Fig. 1: run 1, clock nets
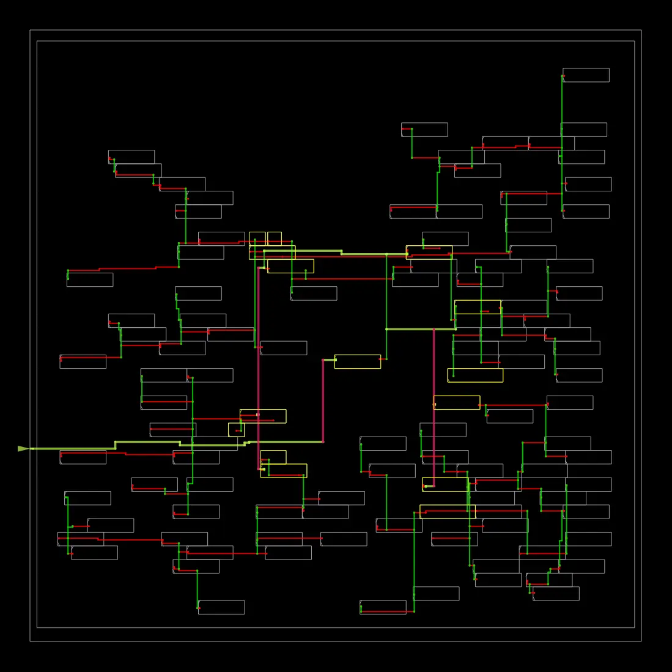
Fig. 2: run 1, cell classes on the final placement
Fill, decap, tap and diode cells in gray.
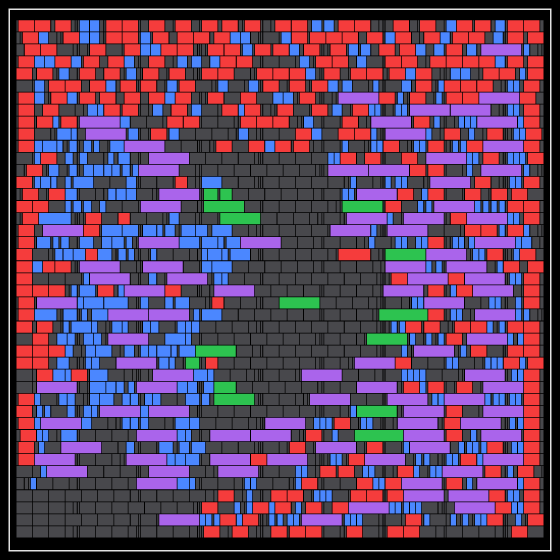
Fig. 3: run 1, wiring by layer
Bar = 20 um. Only two layers are drawn.
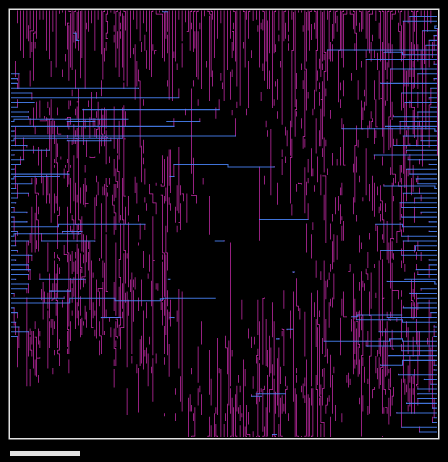
Fig. 4: run 1, routed clock nets over the placement
Bar = 20 um.
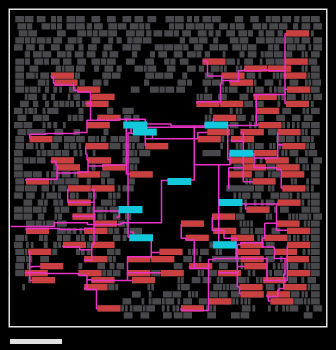
--- src/rtl/vec_lane_req_sequencer.sv ---
// Lane-side initiator for the lane-to-vector-register crossbar.
// Takes one vector access command from the lane and splits it into
// per-element crossbar requests. Write elements flow straight through from
// the lane. Read responses come back one cycle after their grant and are
// re-registered towards the lane.
module vec_lane_req_sequencer #(
    parameter int NUM_OF_VECTOR_REG = 8,
    parameter int VECTOR_REG_DEPTH  = 128,
    parameter int VECTOR_REG_WIDTH  = 64,
    parameter int MAX_OUTSTANDING   = 4
) (
    input  logic                                 clk,
    input  logic                                 reset,
    input  logic                                 cmd_vld,
    output logic                                 cmd_rdy,
    input  logic                                 cmd_type,
    input  logic [$clog2(NUM_OF_VECTOR_REG)-1:0] cmd_reg_ptr,
    input  logic [$clog2(VECTOR_REG_DEPTH)-1:0]  cmd_addr,
    input  logic [7:0]                           cmd_length,
    input  logic                                 wr_data_vld,
    input  logic [VECTOR_REG_WIDTH-1:0]          wr_data,
    output logic                                 wr_data_rdy,
    output logic                                 req_vld,
    output logic                                 req_type,
    output logic [$clog2(NUM_OF_VECTOR_REG)-1:0] req_reg_ptr,
    output logic [$clog2(VECTOR_REG_DEPTH)-1:0]  req_addr,
    output logic [VECTOR_REG_WIDTH-1:0]          req_data,
    output logic [7:0]                           req_access_length,
    input  logic                                 req_gnt,
    input  logic                                 rsp_vld,
    input  logic [VECTOR_REG_WIDTH-1:0]          rsp_data,
    output logic                                 rd_data_vld,
    output logic [VECTOR_REG_WIDTH-1:0]          rd_data,
    output logic                                 rd_last,
    output logic                                 done,
    output logic                                 busy,
    output logic                                 err
);

    localparam int PTR_W  = $clog2(NUM_OF_VECTOR_REG);
    localparam int ADDR_W = $clog2(VECTOR_REG_DEPTH);
    localparam int OUT_W  = $clog2(MAX_OUTSTANDING) + 1;
    localparam logic [OUT_W-1:0]  MAX_OUT   = OUT_W'(MAX_OUTSTANDING);
    localparam logic [OUT_W-1:0]  OUT_ZERO  = {OUT_W{1'b0}};
    localparam logic [OUT_W-1:0]  OUT_ONE   = OUT_W'(1);
    localparam logic [ADDR_W-1:0] ADDR_LAST = ADDR_W'(VECTOR_REG_DEPTH - 1);

    typedef enum logic [1:0] {
        S_IDLE  = 2'd0,
        S_ISSUE = 2'd1,
        S_DRAIN = 2'd2
    } state_t;

    state_t                  r_state;
    state_t                  w_next_state;
    logic                    r_type;
    logic [PTR_W-1:0]        r_reg_ptr;
    logic [ADDR_W-1:0]       r_addr;
    logic [7:0]              r_remaining;
    logic [7:0]              r_rsp_left;
    logic [OUT_W-1:0]        r_outstanding;
    logic                    r_rd_vld;
    logic [VECTOR_REG_WIDTH-1:0] r_rd_data;
    logic                    r_rd_last;
    logic                    r_done;
    logic                    r_err;

    logic                    w_accept;
    logic                    w_req_vld;
    logic                    w_issue;
    logic                    w_rsp_ok;
    logic                    w_rsp_last;

    assign w_accept   = cmd_vld && (r_state == S_IDLE);
    assign w_issue    = w_req_vld && req_gnt;
    // A response with nothing outstanding is flagged, never forwarded.
    assign w_rsp_ok   = rsp_vld && (r_outstanding != OUT_ZERO);
    assign w_rsp_last = w_rsp_ok && (r_rsp_left == 8'd1);

    // Next-state and request-valid decode.
    always_comb begin
        w_next_state = r_state;
        w_req_vld    = 1'b0;
        case (r_state)
            S_IDLE: begin
                if (w_accept && (cmd_length != 8'd0)) begin
                    w_next_state = S_ISSUE;
                end else begin
                    w_next_state = S_IDLE;
                end
            end
            S_ISSUE: begin
                if (r_type) begin
                    w_req_vld = wr_data_vld;
                end else begin
                    w_req_vld = (r_outstanding < MAX_OUT);
                end
                if (w_req_vld && req_gnt && (r_remaining == 8'd1)) begin
                    w_next_state = r_type ? S_IDLE : S_DRAIN;
                end else begin
                    w_next_state = S_ISSUE;
                end
            end
            S_DRAIN: begin
                if (w_rsp_ok && (r_outstanding == OUT_ONE)) begin
                    w_next_state = S_IDLE;
                end else begin
                    w_next_state = S_DRAIN;
                end
            end
            default: begin
                w_next_state = S_IDLE;
            end
        endcase
    end

    // State register.
    always_ff @(posedge clk or posedge reset) begin
        if (reset) begin
            r_state <= S_IDLE;
        end else begin
            r_state <= w_next_state;
        end
    end

    // Command capture and per-issue address/remaining advance.
    always_ff @(posedge clk or posedge reset) begin
        if (reset) begin
            r_type      <= 1'b0;
            r_reg_ptr   <= {PTR_W{1'b0}};
            r_addr      <= {ADDR_W{1'b0}};
            r_remaining <= 8'd0;
        end else if (w_accept) begin
            r_type      <= cmd_type;
            r_reg_ptr   <= cmd_reg_ptr;
            r_addr      <= cmd_addr;
            r_remaining <= cmd_length;
        end else if (w_issue) begin
            r_addr      <= (r_addr == ADDR_LAST) ? {ADDR_W{1'b0}} : (r_addr + ADDR_W'(1));
            r_remaining <= r_remaining - 8'd1;
        end
    end

    // Count of read responses still owed to the lane, used to mark the last one.
    always_ff @(posedge clk or posedge reset) begin
        if (reset) begin
            r_rsp_left <= 8'd0;
        end else if (w_accept) begin
            r_rsp_left <= cmd_type ? 8'd0 : cmd_length;
        end else if (w_rsp_ok) begin
            r_rsp_left <= r_rsp_left - 8'd1;
        end
    end

    // Granted reads awaiting their response; issue and response together cancel.
    always_ff @(posedge clk or posedge reset) begin
        if (reset) begin
            r_outstanding <= OUT_ZERO;
        end else begin
            case ({w_issue && !r_type, w_rsp_ok})
                2'b10:   r_outstanding <= r_outstanding + OUT_ONE;
                2'b01:   r_outstanding <= r_outstanding - OUT_ONE;
                default: r_outstanding <= r_outstanding;
            endcase
        end
    end

    // Read return path, completion pulse and sticky error flag.
    always_ff @(posedge clk or posedge reset) begin
        if (reset) begin
            r_rd_vld  <= 1'b0;
            r_rd_data <= {VECTOR_REG_WIDTH{1'b0}};
            r_rd_last <= 1'b0;
            r_done    <= 1'b0;
            r_err     <= 1'b0;
        end else begin
            r_rd_vld  <= w_rsp_ok;
            r_rd_data <= w_rsp_ok ? rsp_data : r_rd_data;
            r_rd_last <= w_rsp_last;
            r_done    <= (w_accept && (cmd_length == 8'd0))
                      || (w_issue && r_type && (r_remaining == 8'd1))
                      || w_rsp_last;
            r_err     <= r_err || (rsp_vld && (r_outstanding == OUT_ZERO));
        end
    end

    assign cmd_rdy           = (r_state == S_IDLE);
    assign busy              = (r_state != S_IDLE);
    assign req_vld           = w_req_vld;
    assign req_type          = r_type;
    assign req_reg_ptr       = r_reg_ptr;
    assign req_addr          = r_addr;
    assign req_access_length = r_remaining;
    assign req_data          = ((r_state == S_ISSUE) && r_type) ? wr_data : {VECTOR_REG_WIDTH{1'b0}};
    assign wr_data_rdy       = w_issue && r_type;
    assign rd_data_vld       = r_rd_vld;
    assign rd_data           = r_rd_data;
    assign rd_last           = r_rd_last;
    assign done              = r_done;
    assign err               = r_err;

endmodule
--- config.mk ---
export PLATFORM = sky130hd
export DESIGN_NAME = vec_lane_req_sequencer
export DESIGN_NICKNAME = d
export VERILOG_FILES = /design/src/rtl/vec_lane_req_sequencer.sv
export SDC_FILE = /design/constraint.sdc
export NUM_CORES = 1
export LEC_CHECK = 0
export CORE_UTILIZATION = 34
export DETAILED_ROUTE_END_ITERATION = 10
export GPL_ROUTABILITY_DRIVEN = 0
export PLACE_DENSITY = 0.78
export SKIP_LAST_GASP = 1
export SLEW_MARGIN = 25
export SYNTH_ARGS = -nofsm -noshare
export SYNTH_HDL_FRONTEND = slang
export SYNTH_SLANG_ARGS = --single-unit
export TNS_END_PERCENT = 5
--- constraint.sdc ---
create_clock -name clk -period 3.3 [get_ports clk]
set_input_delay 0.66 -clock clk [delete_from_list [all_inputs] [get_ports clk]]
set_output_delay 0.66 -clock clk [all_outputs]
set_load 0.01 [all_outputs]
==> notes.md, run 1 <==
Results of the implementation run.

The report lists the cells along the critical path as and3_1 -> buf_4 -> and2_1 -> clkdlybuf4s50_1. The library cell used most frequently in the layout, excluding fill and tap cells, is sky130_fd_sc_hd__clkdlybuf4s50_1. The power per standard cell area came out at 794 mW/mm^2.

Broken down by cell family, the worst path's largest delay share belongs to buffers and inverters. Counting pins that exceed their max-slew limit in the final report gives 0. Per the synthesis report, the single largest cell type by area occupies 51.2% of cell area. The synthesized instance count came out at 567. IR analysis of the VDD net gives a maximum drop of 0.492 mV. The final timing report counts setup violations totalling 0. At the end of the flow, the number of nets in the layout was 1,023. The critical path in this run is classified as register to output port. The critical path crosses 4 cells after its start point. The worst path required time is 2.64 ns. The number of optimization iterations in the first detailed-route pass came out at 4.

Grouping non-sequential cells by family puts the most area in simple AND/OR/NAND/NOR gates. The cell leakage power came out at 3.76 nW. The capture endpoint of the worst hold path is rd_data[7]$_DFFE_PP0P_. The initial antenna violation count is 3. The chip area line of the yosys report came out at 0.00489 mm^2.

The yosys warning tally is 0. The run finished with clean final reports. The placement report lists the number of port buffers as 307. The overflow left after global routing is 0.

The total placed instance area is 0.00811 mm^2. The count of flip-flops with a built-in enable after synthesis is 0. The synthesized flop and latch total is 100.

The largest net degree at the start of global routing is 80. In the layout the commonest cells are 307 x sky130_fd_sc_hd__clkdlybuf4s50_1, 218 x sky130_fd_sc_hd__nand2_1, 100 x sky130_fd_sc_hd__dfrtp_1. The post-synthesis instance area is 0.00489 mm^2. The power consumption is 6.70 mW. Summed over all failing endpoints, the final setup total negative slack is 0 ns. The number of global-route vias before repair is 4,612. Max-cap violations in this run came to 0. The startpoint of the worst register-to-register path is r_outstanding[0]$_DFFE_PP0P_. The width of the chip is 122 um. For reference, compound AND-OR and OR-AND cells occupy 6.25% of the area reported after synthesis. The boundary pin count came out at 308. Looking at the critical path, the highest net fanout was 64. The share of async-settable or async-resettable flops after synthesis is 100%. The total placed cells including tap cells is 1,029. The post-CTS repair timing setup buffer count is 0. The cell with the largest stage delay on the worst path is sky130_fd_sc_hd__clkdlybuf4s50_1. Setup repair after global routing left no endpoint under its margin.

The area added between synthesis and finish came out at 72.7%. The cell sitting at the root of the clock tree is a sky130_fd_sc_hd__clkbuf_16. The reg-to-reg critical path endpoint is rd_data[1]$_DFFE_PP0P_. In this run the number of H-tree levels came out at 3. The first element of the critical path is r_state[0]$_DFF_PP0_. The residual DRC count came out at 0. The number of distinct library cells after synthesis came out at 52. The post-detailed-route via-to-cell ratio is 4.65. The number of violations reported at the end of detailed-routing iteration 0 came out at 231. The portion of the post-synthesis area used by sequential elements came out at 51.2%. Detailed placement finished with a half-perimeter wire length of 11,700 um. The commonest cells after synthesis are 219 x sky130_fd_sc_hd__nand2_1, 100 x sky130_fd_sc_hd__dfrtp_1, 65 x sky130_fd_sc_hd__and2_1.

The remaining antenna violation count after routing is 0. The routed wire length per instance is 15.1 um. Per the TritonCTS log, the buffer count is 9. The flip-flop count of the largest register, all copies and words added is 64.

The number of gates given a new drive strength after cts came out at 0. Across all stage logs, warnings added up to 31. The worst hold path begins at rd_data[7]$_DFFE_PP0P_. The final worst setup slack is 0.373 ns. The final period utilization is 88.7%.

The depth of the worst register-to-register path came out at 8. The worst stage delay on the critical path is 0.58 ns. TritonCTS built the clock tree.

The CTS sink count is 100. In the post-synthesis netlist, the cell with the most instances is sky130_fd_sc_hd__nand2_1. Yosys attributes the largest share of cell area to sky130_fd_sc_hd__dfrtp_1 51%, sky130_fd_sc_hd__nand2_1 17%, sky130_fd_sc_hd__and2_1 8.3%. The area enclosed by the die boundary came out at 0.0149 mm^2. Among all flip-flop cells after synthesis, the most frequent one is sky130_fd_sc_hd__dfrtp_1. The number of nets at floorplan is 730. In the synthesized netlist, mux cells make up 0.205% of the area. Buffers inserted to repair hold after CTS numbered 0. The final timing report lists a hold violation count of 0.

The global router's overall resource usage is 20.7%. The first global-routing pass estimated 24,100 um of wire. The mean instance size in the synthesized netlist is 8.62 um^2.

The worst-case clock buffer depth came out at 2. The XOR/XNOR share of the synthesized area came out at 1.61%. The relative slew slack is 53.5%. The final cell count without fillers came out at 1,045.

The setup slack of the worst register-to-register path came out at 1.19 ns. The clock-pin transition on the worst setup and hold timing paths came out at 0.07 ns. The synthesized design spends more area on one cell type than any other, namely sky130_fd_sc_hd__dfrtp_1. For the pin with the worst max-slew slack, the measured transition is 0.698 ns. The adder and majority cell fraction of the synthesized area came out at 2.56%.

The shortest clock period the worst path allows after layout came out at 2.93 ns. Per the Yosys statistics, synthesis produced 567 cells.
Back to the opening pictures, Fig. 1:
power consumed by the clock network: 1.15 mW
tally of clock buffers in the finished layout: 10

Back to the opening pictures, Fig. 2:
legend:
  blue:
    class: combinational and other logic
    cells: 435
    share_of_their_area: 27%
  purple:
    class: sequential cells
    cells: 100
    share_of_their_area: 30%
  red:
    class: remaining buffers and delay cells
    cells: 314
    share_of_their_area: 38%
  green:
    class: clock drivers and dummy loads
    cells: 15
    share_of_their_area: 3.9%
share of the core filled with cells: 60.6%
Placement Rows: 43
cell area after layout: 0.00844 mm^2
core region area: 0.0139 mm^2

Back to the opening pictures, Fig. 3:
legend:
  magenta:
    layer: metal 2
    wire_length: 7,420 um
  blue:
    layer: metal 3
    wire_length: 1,500 um
via count: 4,857
total wire length: 15,800 um

Back to the opening pictures, Fig. 4:
legend:
  magenta:
    item: clock wires
    length: 1,240 um
  cyan:
    item: clock drivers
    count: 9
  red:
    item: flip-flops
    count: 100
flops lie: widely spread
source-to-sink clock delay at the later pin of the worst-skew pair: 0.33 ns
Clock Power Share: 17.2%
largest clock skew in the final design: 0.00978 ns

-- run 1: layer usage --
layer / vias up / routed length, um / track usage, %
met3: 14 / 1500 / 6.79
met5: - / 24 / 0
li1: 2417 / - / -
met2: 180 / 7420 / 34.0
met4: 4 / 117 / 3.78
met1: 2242 / 6730 / 26.7
-- run 1: layout make-up --
cell class | count | area [um^2]
Timing Repair Buffer | 314 | 3140
Tap cell | 180 | 225
Sequential cell | 100 | 2500
Clock buffer | 10 | 239
Antenna cell | 1 | 2.50
Inverter | 13 | 51.3
Fill cell | 1172 | 5500
Multi-Input combinational cell | 422 | 2200
Clock inverter | 5 | 85.1
-- run 1: report_power, final --
part	internal [mW]	switching, mW
registers	1.72	0.386
clock network	0.686	0.469
logic	1.87	1.56
==> run 2: changes to the inputs <==
- ABC_AREA: not set -> 0
Fig. 5: run 2, clock nets
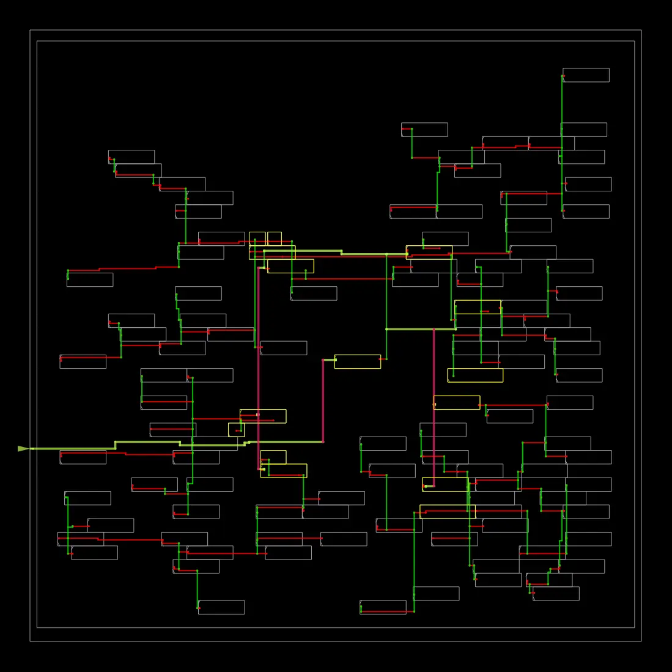
clk sinks: 100
sequential cells: 100
number of buffers created by CTS: 9

==> run 2 against run 1 <==
Total power unchanged. Synthesized cell count unchanged. First-iteration DRC count unchanged. Worst hold slack unchanged. Global-route usage unchanged. Critical path type unchanged. Critical endpoint unchanged. Largest power group unchanged.
==> notes.md, run 2 <==
Results of the implementation run.

The synthesis report lists the most area-consuming cells as sky130_fd_sc_hd__dfrtp_1 51%, sky130_fd_sc_hd__nand2_1 17%, sky130_fd_sc_hd__and2_1 8.3%. For the worst min-delay path, the startpoint reported by OpenROAD is rd_data[7]$_DFFE_PP0P_. The remaining antenna violation count after routing is 0.

The top cell types in the final layout, fill and taps aside, are 307 x sky130_fd_sc_hd__clkdlybuf4s50_1, 218 x sky130_fd_sc_hd__nand2_1, 100 x sky130_fd_sc_hd__dfrtp_1. The area occupied by registers is 0.00250 mm^2. For reference, the clock transition at the flip-flops on the worst setup and hold paths is 0.07 ns. The count of flip-flops with a built-in enable after synthesis is 0. For reference, the top cells by count after synthesis are 219 x sky130_fd_sc_hd__nand2_1, 100 x sky130_fd_sc_hd__dfrtp_1, 65 x sky130_fd_sc_hd__and2_1. The critical path goes through and3_1 -> buf_4 -> and2_1 -> clkdlybuf4s50_1. The adder and majority cell fraction of the synthesized area came out at 2.56%. The post-detailed-route via-to-cell ratio is 4.65. The met1 layer usage reported by global route is 26.7%. The startpoint of the worst register-to-register path is r_outstanding[0]$_DFFE_PP0P_.

The cell area that synthesis handed to floorplanning was 0.00489 mm^2. The tree is rooted in a sky130_fd_sc_hd__clkbuf_16. The final-layout clock buffer total is 10. Per the power-grid run, VDD falls by no more than 0.492 mV. The detailed router used layers up to and including met5. Among all cell classes, the greatest summed area belongs to non-clock buffers. The share of the synthesized area in the top cell type came out at 51.2%.

After detailed routing, the number of remaining DRC violations is 0. The worst setup path is of the register to output port kind. The number of antenna cells inserted is 1. The number of well-tap cells placed is 180. 308 I/O pins were placed. After Yosys synthesis, XOR and XNOR cells account for 1.61% of the synthesized area. The post-DP HPWL came out at 11,700 um. The total placed cells including tap cells is 1,029. The power consumption is 6.70 mW. The portion of the post-synthesis area used by sequential elements is 51.2%. In the final report, the number of pins over their slew limit comes to 0. The chip area line of the yosys report came out at 0.00489 mm^2. The flip-flop count of the largest register, all copies and words added is 64. The area enclosed by the die boundary came out at 0.0149 mm^2.

The area added between synthesis and finish is 72.7%. Summed over all layers, the global routing overflow is 0. The clock skew after layout came out at 0.00978 ns.

The logic share of the area came out at 26.0%. The cell leakage power came out at 3.76 nW. The number of optimization iterations in the first detailed-route pass came out at 4. Looking at the global route congestion table, the highest-usage layer is met2.

The share of async-settable or async-resettable flops after synthesis came out at 100%. The final worst setup slack came out at 0.373 ns. Row generation in the floorplan step produced 43 rows.

The Yosys step of the flow raised 0 warnings. By area, the combinational part of the netlist is dominated by simple AND/OR/NAND/NOR gates. The run finished with clean final reports. The number of nets at floorplan came out at 730. The number of global-route vias before repair came out at 4,612. OpenROAD reports that the post-layout worst path occupies 88.7% of the period.

The count of non-CTS buffers in the layout is 314. The cell count in the Yosys report came out at 567. Grouping stages by cell kind, the critical path spends the most delay in buffers and inverters. The number of violations reported at the end of detailed-routing iteration 0 came out at 231. For this run, the leading register cell type out of synthesis is sky130_fd_sc_hd__dfrtp_1.

TritonCTS built the clock tree. The number of failing hold endpoints at the final stage is 0. The largest fanout of any net on the critical path is 64.

The number of distinct library cells after synthesis is 52. The number of buffer cells added on primary ports came out at 307. The routed design uses 7420 um of met2 wire. Setup repair after global routing left no endpoint under its margin. The most frequent standard cell in the layout excluding fill and tap cells is sky130_fd_sc_hd__clkdlybuf4s50_1. The layout has 13 inverters outside the clock class. The shortest clock period the worst path allows after layout is 2.93 ns. The fraction of cell area in sequential cells is reported as 29.7%. For this block, wires on met1 add up to 6730 um. The worst-case clock buffer depth came out at 2. The worst path required time came out at 2.64 ns. The mean instance size in the synthesized netlist came out at 8.62 um^2. The synthesized instance count came out at 567. The number of maximum-capacitance violations is 0. The quantity of hold-fixing buffers added after cts is 0.
Fig. 6: run 2, wiring by layer
Bar = 20 um. Only two layers are drawn.
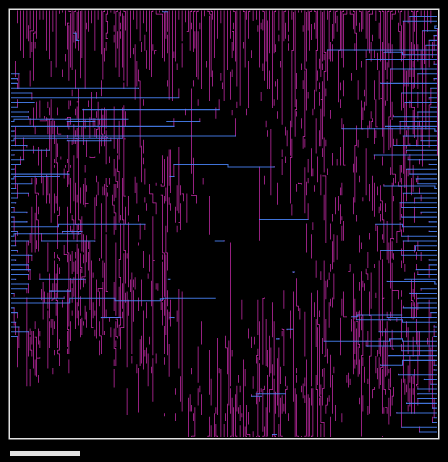
legend:
  magenta:
    layer: metal 2
    wire_length: 7,420 um
  blue:
    layer: metal 3
    wire_length: 1,500 um
GRT Total Usage: 20.7%
routed wire length per instance: 15.1 um

## run 2: cell counts after synthesis
No cell type changed its count.
## run 2: worst paths after layout
check	endpoint	cells past startpoint	slack (ns)
worst max-delay path	req_data[63]	4	0.37
worst min-delay path	rd_data[7]$_DFFE_PP0P_	2	0.47
worst max register to register	rd_data[1]$_DFFE_PP0P_	8	1.19
worst min register to register	rd_data[7]$_DFFE_PP0P_	2	0.47
max in group asynchronous	rd_data[31]$_DFFE_PP0P_	3	1.97
min in group asynchronous	rd_data[45]$_DFFE_PP0P_	2	0.63
## run 2: power by group
group	internal, mW	switching, mW
logic	1.87	1.56
registers	1.72	0.386
clock network	0.686	0.469
total	4.28	2.42
Power and IR drop assume default switching activity.
